## src/rtl/tag_allocator_pkg.sv

```systemverilog
// Shared widths and response types for the tag allocator.
// Optional flush port is enabled with TAG_ALLOC_FLUSH_EN.
package tag_alloc_pkg;

  localparam int DEF_NUM_TAGS = 4;

  function automatic int tag_w(input int n);
    return $clog2(n);
  endfunction

  function automatic int cnt_w(input int n);
    return $clog2(n + 1);
  endfunction

  localparam int DEF_TAG_W = tag_w(DEF_NUM_TAGS);

  typedef struct packed {
    logic                 ready;
    logic [DEF_TAG_W-1:0] tag;
  } alloc_rsp_t;

endpackage

```

## src/rtl/tag_allocator_priority_decoder.sv

```systemverilog
// Lowest-index-wins priority encoder.
// valid reports any set bit; out is 0 when none is set.
module priority_decoder #(
  parameter int WIDTH = 4,
  parameter int OUT_W = $clog2(WIDTH)
) (
  input  logic [WIDTH-1:0] in,
  output logic             valid,
  output logic [OUT_W-1:0] out
);

  always_comb begin
    out = '0;
    for (int i = WIDTH - 1; i >= 0; i--) begin
      if (in[i]) out = OUT_W'(i);
    end
  end

  assign valid = |in;

endmodule

```

## src/rtl/tag_allocator.sv

```systemverilog
// Busy-bitmap tag pool with lowest-free-first allocation.
// Define TAG_ALLOC_FLUSH_EN to add a pool-clearing flush input.
module tag_allocator
  import tag_alloc_pkg::*;
#(
  parameter int NUM_TAGS = DEF_NUM_TAGS,
  parameter int TAG_W    = tag_w(NUM_TAGS),
  parameter int CNT_W    = cnt_w(NUM_TAGS)
) (
  input  logic             clk,
  input  logic             rst_n,
  input  logic             alloc_valid,
  output logic             alloc_ready,
  output logic [TAG_W-1:0] alloc_tag,
  input  logic             free_valid,
  input  logic [TAG_W-1:0] free_tag,
  output logic [CNT_W-1:0] free_count,
  output logic             double_free_err
`ifdef TAG_ALLOC_FLUSH_EN
  ,
  input  logic             flush
`endif
);

`ifndef TAG_ALLOC_FLUSH_EN
  logic flush;
  assign flush = 1'b0;
`endif

  logic [NUM_TAGS-1:0] busy;
  logic [NUM_TAGS-1:0] busy_nxt;
  logic [CNT_W-1:0]    cnt_nxt;
  logic                alloc_fire;
  logic                free_hit;
  logic                free_acc;
  logic                free_bad;

  priority_decoder #(
    .WIDTH (NUM_TAGS),
    .OUT_W (TAG_W)
  ) u_pdec (
    .in    (~busy),
    .valid (alloc_ready),
    .out   (alloc_tag)
  );

  assign alloc_fire = alloc_valid && alloc_ready;

  // Out-of-range tags match no index, so they read as not busy.
  always_comb begin
    free_hit = 1'b0;
    for (int i = 0; i < NUM_TAGS; i++) begin
      if (free_tag == TAG_W'(i)) free_hit = busy[i];
    end
  end

  assign free_acc = free_valid && free_hit;
  assign free_bad = free_valid && !free_hit;

  always_comb begin
    busy_nxt = busy;
    for (int i = 0; i < NUM_TAGS; i++) begin
      if (alloc_fire && alloc_tag == TAG_W'(i)) busy_nxt[i] = 1'b1;
      if (free_acc && free_tag == TAG_W'(i)) busy_nxt[i] = 1'b0;
    end
  end

  always_comb begin
    cnt_nxt = free_count;
    if (alloc_fire && !free_acc) cnt_nxt = free_count - 1'b1;
    else if (free_acc && !alloc_fire) cnt_nxt = free_count + 1'b1;
  end

  always_ff @(posedge clk or negedge rst_n) begin
    if (!rst_n) begin
      busy       <= '0;
      free_count <= CNT_W'(NUM_TAGS);
    end else if (flush) begin
      busy       <= '0;
      free_count <= CNT_W'(NUM_TAGS);
    end else begin
      busy       <= busy_nxt;
      free_count <= cnt_nxt;
    end
  end

  always_ff @(posedge clk or negedge rst_n) begin
    if (!rst_n) double_free_err <= 1'b0;
    else if (free_bad) double_free_err <= 1'b1;
  end

endmodule

```

## config.mk

```make
export PLATFORM = sky130hd
export DESIGN_NAME = tag_allocator
export DESIGN_NICKNAME = d
export VERILOG_FILES = /design/src/rtl/tag_allocator_pkg.sv /design/src/rtl/tag_allocator_priority_decoder.sv /design/src/rtl/tag_allocator.sv
export SDC_FILE = /design/constraint.sdc
export NUM_CORES = 1
export LEC_CHECK = 0
export CAP_MARGIN = 30
export CORE_AREA = 2 2 39 41
export DETAILED_ROUTE_END_ITERATION = 10
export DIE_AREA = 0 0 41 43
export HOLD_SLACK_MARGIN = 0.08
export SLEW_MARGIN = 0
export SYNTH_ARGS = -nofsm -noshare
export SYNTH_HDL_FRONTEND = slang
export SYNTH_HIERARCHICAL = 1
export SYNTH_SLANG_ARGS = --single-unit
```

## constraint.sdc

```tcl
create_clock -name clk -period 4.4 [get_ports clk]
set_input_delay 0.88 -clock clk [delete_from_list [all_inputs] [get_ports clk]]
set_output_delay 0.88 -clock clk [all_outputs]
set_load 0.1 [all_outputs]
```

Figure 1. Cell area per tile.
The die is cut into 8 by 9 equal tiles; black is low, pale yellow is high, 0 to 100% covered.
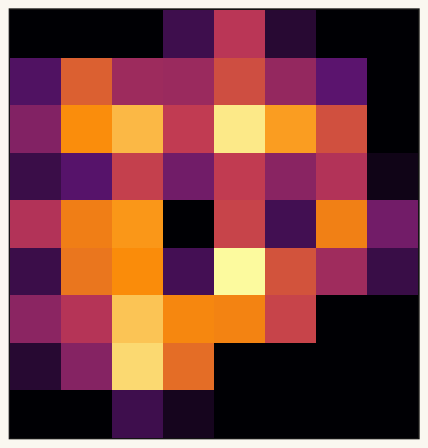
The fullest tile reaches 99%. The emptiest ninth of the die: lower right. The mean over all tiles is 34%.

Figure 2. Gate-type map.
Bar = 10 um.
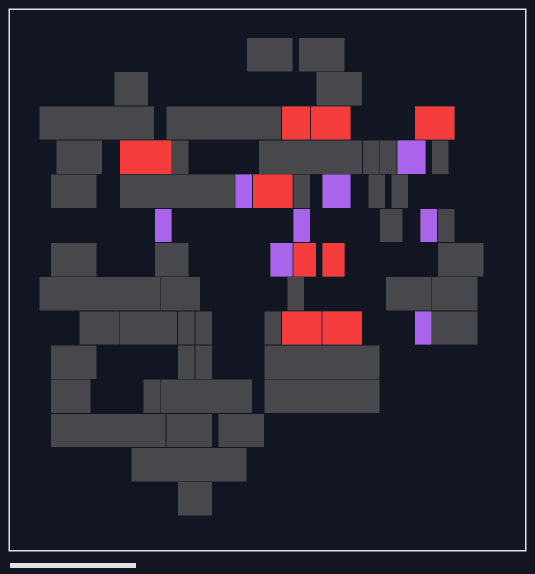
Key: aoi and oai cells = red [cells 9]; nand cells = purple [cells 8, most used nand2_1]

Figure 3. Port wiring.
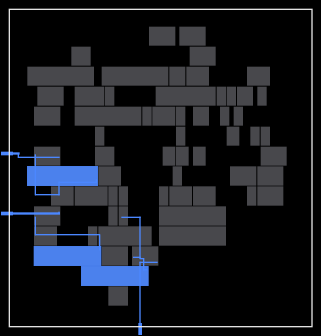
Key: `free_count` = blue [direction output, end cells 3, buffers 3, wire 64.1 um]

==> CHANGELOG.md <==
## Implementation

* Worst R2R Path Depth at 8
* RSZ-0062 raised after global routing: no
* Syn_area_per_cell at 9.74 um^2
* Basic Gates by Area at 11.5%
* Finished Core Util at 45.1%
* TritonCTS buffer count at 3
* Largest cells by area: dfrtp_1 38%, inv_1 9.0%, dfstp_2 5.7%
* Non-clock buffers at 12
* Grt ovf at 0
* Crit path to: alloc_tag[1]
* Post-CTS setup buffers at 0
* Met2 WL at 388 um
* Family with the most delay on the worst path: buffers and inverters
* FF+latch area at 201 um^2
* Dominant logic cell type in the layout: clkdlybuf4s50_1
* Die area at 0.00176 mm^2
* Global-route wire length before repair at 1.41 mm
* Global routing met2 resource utilization at 16.6%
* WL met1 at 406 um
* XOR Share, Synth at 5.74%
* Clock skew at 9.71 ps
* Gpl congestion at 0.668
* Largest net degree at the start of global routing at 9
* Vias in the first global route at 364
* Ao+oa area frac at 15.6%
* Data buffer area share at 19.2%
* Post-route setup slack at 1040 ps
* Commonest cells post-synth: 11 x inv_1, 7 x dfrtp_1, 5 x nand2_1, 3 x nor2_1
* Worst setup EP type: output port
* Tap cells at 16
* Fmax at 298 MHz
* Hold worst-path end: double_free_err
* Root buf cell: clkbuf_4
* Origin of the worst setup path: busy[2]
* Worst slew margin at 35.4%
* Drc violations at 0
* Routed WL at 869 um
* Row Count at 14
* Max reg flops at 4
* Yosys cell count at 47
* Gr usage total at 12.6%
* Reg2reg start: busy[1]
* Worst hold slack at 471 ps
* CP arrival at 2480 ps
* Layout Cells excl Fill at 79
* FP Util at 33.1%
* Reg2reg end: free_count[2]
* Fraction of area in multi-input gates at 34.5%
* Synth Register Bits at 8
* DP HPWL at 676 um
* IO Count at 13
* Status: complete, no violations
* Met3 GRT Util at 3.14%
* CP max stage delay at 1240 ps
* Yosys adder share at 7.10%
* Startpoint class of the critical path: register
* Largest Register: busy
* Worst hold path depth at 1
* Setup Crit Path Kind: reg2out
* Yosys Warn Count at 6
* Minimum clock period at 3360 ps
